==> images/met2.png <==
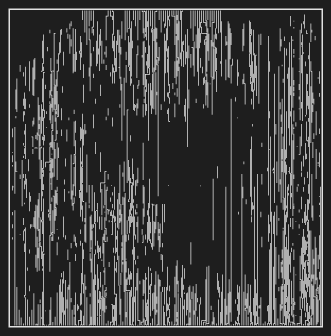
==> images/density.png <==
The bar under the picture is 50 um long. The die is cut into 14 by 14 equal tiles; black is low, pale yellow is high, 0 to 100% covered.
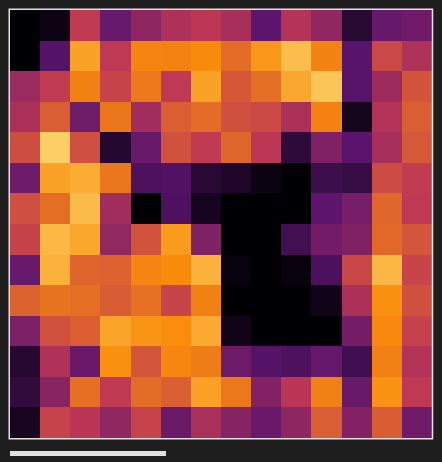
==> images/wire_density.png <==
The bar under the picture is 50 um long. The die is cut into 27 by 27 equal tiles; black is low, pale yellow is high, scaled to the fullest tile. Values are wire area over tile area, all layers added.
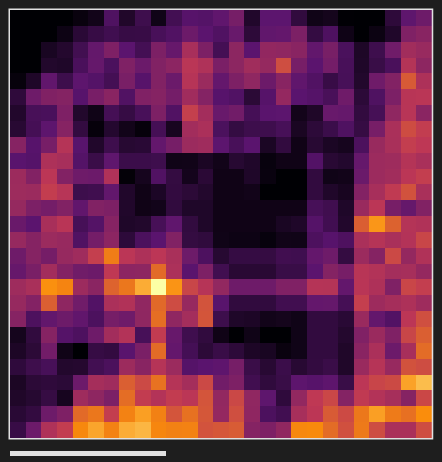
==> config.mk <==
export PLATFORM = sky130hd
export DESIGN_NAME = hasti_arbiter
export DESIGN_NICKNAME = d
export VERILOG_FILES = /design/src/rtl/hasti_arbiter.sv
export SDC_FILE = /design/constraint.sdc
export NUM_CORES = 1
export LEC_CHECK = 0
export CAP_MARGIN = 20
export CORE_AREA = 2 2 133 135
export CTS_CLUSTER_SIZE = 16
export DETAILED_ROUTE_END_ITERATION = 12
export DIE_AREA = 0 0 135 137
export GPL_ROUTABILITY_DRIVEN = 0
export PLACE_DENSITY = 0.73
export SLEW_MARGIN = 20
export SYNTH_ARGS = -nofsm -noshare
export SYNTH_HDL_FRONTEND = slang
export SYNTH_SLANG_ARGS = --single-unit
==> constraint.sdc <==
create_clock -name hclk -period 3.43 [get_ports hclk]
set_input_delay 0.686 -clock hclk [delete_from_list [all_inputs] [get_ports hclk]]
set_output_delay 0.686 -clock hclk [all_outputs]
set_load 0.02 [all_outputs]
==> src/rtl/hasti_arbiter.sv <==
// Two-master to one-slave AHB-Lite arbiter: address-phase grant, data-phase owner
// tracking, and a per-master response buffer for a master whose next address lost arbitration.
module hasti_arbiter #(
    parameter int ADDR_WIDTH = 32,
    parameter int DATA_WIDTH = 32,
    parameter bit RR_ENABLE  = 1'b1
) (
    input  logic                  hclk,
    input  logic                  hresetn,
    input  logic [ADDR_WIDTH-1:0] m0_haddr,
    input  logic                  m0_hwrite,
    input  logic                  m0_hmastlock,
    input  logic [2:0]            m0_hsize,
    input  logic [2:0]            m0_hburst,
    input  logic [3:0]            m0_hprot,
    input  logic [1:0]            m0_htrans,
    input  logic [DATA_WIDTH-1:0] m0_hwdata,
    output logic [DATA_WIDTH-1:0] m0_hrdata,
    output logic                  m0_hready,
    output logic                  m0_hresp,
    input  logic [ADDR_WIDTH-1:0] m1_haddr,
    input  logic                  m1_hwrite,
    input  logic                  m1_hmastlock,
    input  logic [2:0]            m1_hsize,
    input  logic [2:0]            m1_hburst,
    input  logic [3:0]            m1_hprot,
    input  logic [1:0]            m1_htrans,
    input  logic [DATA_WIDTH-1:0] m1_hwdata,
    output logic [DATA_WIDTH-1:0] m1_hrdata,
    output logic                  m1_hready,
    output logic                  m1_hresp,
    output logic [ADDR_WIDTH-1:0] s_haddr,
    output logic                  s_hwrite,
    output logic [2:0]            s_hsize,
    output logic [2:0]            s_hburst,
    output logic                  s_hmastlock,
    output logic [3:0]            s_hprot,
    output logic [1:0]            s_htrans,
    output logic [DATA_WIDTH-1:0] s_hwdata,
    input  logic [DATA_WIDTH-1:0] s_hrdata,
    input  logic                  s_hready,
    input  logic                  s_hresp,
    output logic                  s_hmaster
);

    logic [1:0]            req_s;
    logic [1:0]            owner_s;
    logic                  gnt_d, gnt_q;
    logic                  last_gnt_d, last_gnt_q;
    logic                  lock_d, lock_q;
    logic                  dp_valid_d, dp_valid_q;
    logic                  dp_owner_d, dp_owner_q;
    logic [1:0]            bufv_d, bufv_q;
    logic [1:0]            buf_resp_d, buf_resp_q;
    logic [DATA_WIDTH-1:0] buf_data_d [2];
    logic [DATA_WIDTH-1:0] buf_data_q [2];
    logic                  req_gnt_s, blocked_s, accept_s, sel_lock_s;
    logic [1:0]            hready_s, hresp_s;
    logic [DATA_WIDTH-1:0] hrdata_s [2];

    assign req_s = {m1_htrans[1], m0_htrans[1]};

    // Grant selection; frozen while the slave stalls so its address phase stays stable.
    always_comb begin
        gnt_d = gnt_q;
        if (s_hready) begin
            if (lock_q) begin
                gnt_d = last_gnt_q;
            end else if (req_s[0] ^ req_s[1]) begin
                gnt_d = req_s[1];
            end else if (req_s[0] & req_s[1]) begin
                gnt_d = RR_ENABLE ? ~last_gnt_q : 1'b1;
            end else begin
                gnt_d = gnt_q;
            end
        end else begin
            gnt_d = gnt_q;
        end
    end

    // Ownership, acceptance and address/data-phase bookkeeping.
    always_comb begin
        owner_s[0] = dp_valid_q & (dp_owner_q == 1'b0);
        owner_s[1] = dp_valid_q & (dp_owner_q == 1'b1);
        req_gnt_s  = req_s[gnt_d];
        blocked_s  = bufv_q[gnt_d] & owner_s[gnt_d];
        accept_s   = s_hready & req_gnt_s & ~blocked_s;
        sel_lock_s = gnt_d ? m1_hmastlock : m0_hmastlock;
        dp_valid_d = dp_valid_q;
        dp_owner_d = dp_owner_q;
        last_gnt_d = last_gnt_q;
        lock_d     = lock_q;
        if (accept_s) begin
            dp_valid_d = 1'b1;
            dp_owner_d = gnt_d;
            last_gnt_d = gnt_d;
            lock_d     = sel_lock_s;
        end else if (s_hready) begin
            dp_valid_d = 1'b0;
        end else begin
            dp_valid_d = dp_valid_q;
        end
    end

    // Response buffers: park a completed response whose master is still waiting for the bus.
    always_comb begin
        bufv_d     = bufv_q;
        buf_resp_d = buf_resp_q;
        buf_data_d = buf_data_q;
        for (int n = 0; n < 2; n++) begin
            if (s_hready && owner_s[n] && req_s[n] && (gnt_d != 1'(n))) begin
                bufv_d[n]     = 1'b1;
                buf_resp_d[n] = s_hresp;
                buf_data_d[n] = s_hrdata;
            end else if (bufv_q[n] && s_hready && (gnt_d == 1'(n))) begin
                bufv_d[n] = 1'b0;
            end else begin
                bufv_d[n] = bufv_q[n];
            end
        end
    end

    // Per-master response routing: live slave response, buffered response, or idle.
    always_comb begin
        hready_s    = 2'b11;
        hresp_s     = 2'b00;
        hrdata_s[0] = s_hrdata;
        hrdata_s[1] = s_hrdata;
        for (int n = 0; n < 2; n++) begin
            if (!hresetn) begin
                hready_s[n] = 1'b1;
                hresp_s[n]  = 1'b0;
            end else if (owner_s[n]) begin
                hready_s[n] = s_hready & (~req_s[n] | (gnt_d == 1'(n)));
                hresp_s[n]  = s_hresp;
            end else if (bufv_q[n]) begin
                hready_s[n] = s_hready & (gnt_d == 1'(n));
                hresp_s[n]  = buf_resp_q[n];
                hrdata_s[n] = buf_data_q[n];
            end else begin
                hready_s[n] = ~req_s[n] | (s_hready & (gnt_d == 1'(n)));
                hresp_s[n]  = 1'b0;
            end
        end
    end

    // Slave-side address mux follows the grant; write data follows the data-phase owner.
    always_comb begin
        case (gnt_d)
            1'b0: begin
                s_haddr     = m0_haddr;
                s_hwrite    = m0_hwrite;
                s_hsize     = m0_hsize;
                s_hburst    = m0_hburst;
                s_hmastlock = m0_hmastlock;
                s_hprot     = m0_hprot;
                s_htrans    = m0_htrans;
            end
            default: begin
                s_haddr     = m1_haddr;
                s_hwrite    = m1_hwrite;
                s_hsize     = m1_hsize;
                s_hburst    = m1_hburst;
                s_hmastlock = m1_hmastlock;
                s_hprot     = m1_hprot;
                s_htrans    = m1_htrans;
            end
        endcase
        if (!hresetn || !req_gnt_s || blocked_s) begin
            s_htrans = 2'b00;
        end else begin
            s_htrans = s_htrans;
        end
        s_hmaster = hresetn ? gnt_d : 1'b0;
        s_hwdata  = dp_owner_q ? m1_hwdata : m0_hwdata;
    end

    assign m0_hready = hready_s[0];
    assign m1_hready = hready_s[1];
    assign m0_hresp  = hresp_s[0];
    assign m1_hresp  = hresp_s[1];
    assign m0_hrdata = hrdata_s[0];
    assign m1_hrdata = hrdata_s[1];

    // State registers; reset drops any in-flight transfer and buffered response.
    always_ff @(posedge hclk or negedge hresetn) begin
        if (!hresetn) begin
            gnt_q         <= 1'b0;
            last_gnt_q    <= 1'b0;
            lock_q        <= 1'b0;
            dp_valid_q    <= 1'b0;
            dp_owner_q    <= 1'b0;
            bufv_q        <= 2'b00;
            buf_resp_q    <= 2'b00;
            buf_data_q[0] <= '0;
            buf_data_q[1] <= '0;
        end else begin
            gnt_q         <= gnt_d;
            last_gnt_q    <= last_gnt_d;
            lock_q        <= lock_d;
            dp_valid_q    <= dp_valid_d;
            dp_owner_q    <= dp_owner_d;
            bufv_q        <= bufv_d;
            buf_resp_q    <= buf_resp_d;
            buf_data_q[0] <= buf_data_d[0];
            buf_data_q[1] <= buf_data_d[1];
        end
    end

endmodule

==> changes_impl.md <==
### Changed

* Slew headroom at 0.474
* Tool Warnings at 26
* # clk buffers at 10
* Flop-to-flop setup slack at 1290 ps
* Register area at 1800 um^2
* FP Rows at 48
* Logic family by area: multiplexers
* Setup TNS at 0 ps
* Floorplan Nets at approximately 560
* Gate Area at approximately 2700 um^2
* Sw Share at 0.371
* Worst EP required at 2740 ps
* Post-Synth AOI/OAI Area at 0.0370
* Boundary pin count at between 300 and 400
* CP Capture Type: primary output
* Clock power frac at 0.167
* Num CTS Buffers at 9
* Register area share after synthesis at 0.386
* Logic pwr share at 0.569
* Multi-input gate share of total cell area at 0.317
* Core Util, Final at 0.507
* Status: finished clean
* CTS Sinks at 72
* Largest net degree at the start of global routing at around 45
* Leak at roughly 3.6 nW
* H-Tree Depth at 3
About met2.png:
The layer carries 9,540 um of wire. 826 nets have wire on it. The layer holds 47% of the routed length. The longest straight run is 96.6 um. The wires run mostly vertical.

About density.png:
The fullest tile reaches 90%. The mean over all tiles is 45%. 12% of the tiles are over 75% full.

About wire_density.png:
The mean over all tiles is 0.19. The densest ninth of the die: lower right. 3.8% of the tiles are nearly empty.

## repair_timing
item                                   in CTS  in global routing
endpoints found under the hold margin       0                  0
gates cloned                                1                  0
resized                                   102                  3
setup endpoints to repair                  64                  3
buffers inserted                            3                  0
## sequential cells by signal, summed over array words and instances, names as in the netlist
register / flops
bufv_q: 2
dp_owner_q: 1
gnt_q: 1
lock_q: 1
dp_valid_q: 1
buf_resp_q: 2
buf_data_q: 64
## metal layers
layer  track usage  vias to the layer above  routed length [um]
met3        0.0956                       34                2270
met4        0.0897                        0                 809
li1              -                     2019                   -
met1         0.244                     2092                7800
met2         0.347                      197                9540
met5             0                        -                   0
## critical path, cell delays in order
cell and delay (ps):
dlygate4sd2_1 280, ha_4 240, o311a_4 360, a2bb2oi_4 190
buf_4 160, buf_4 140, mux2_2 270, dlygate4sd2_1 340
Power figures rest on the tool's default switching activity, not on a simulated workload.
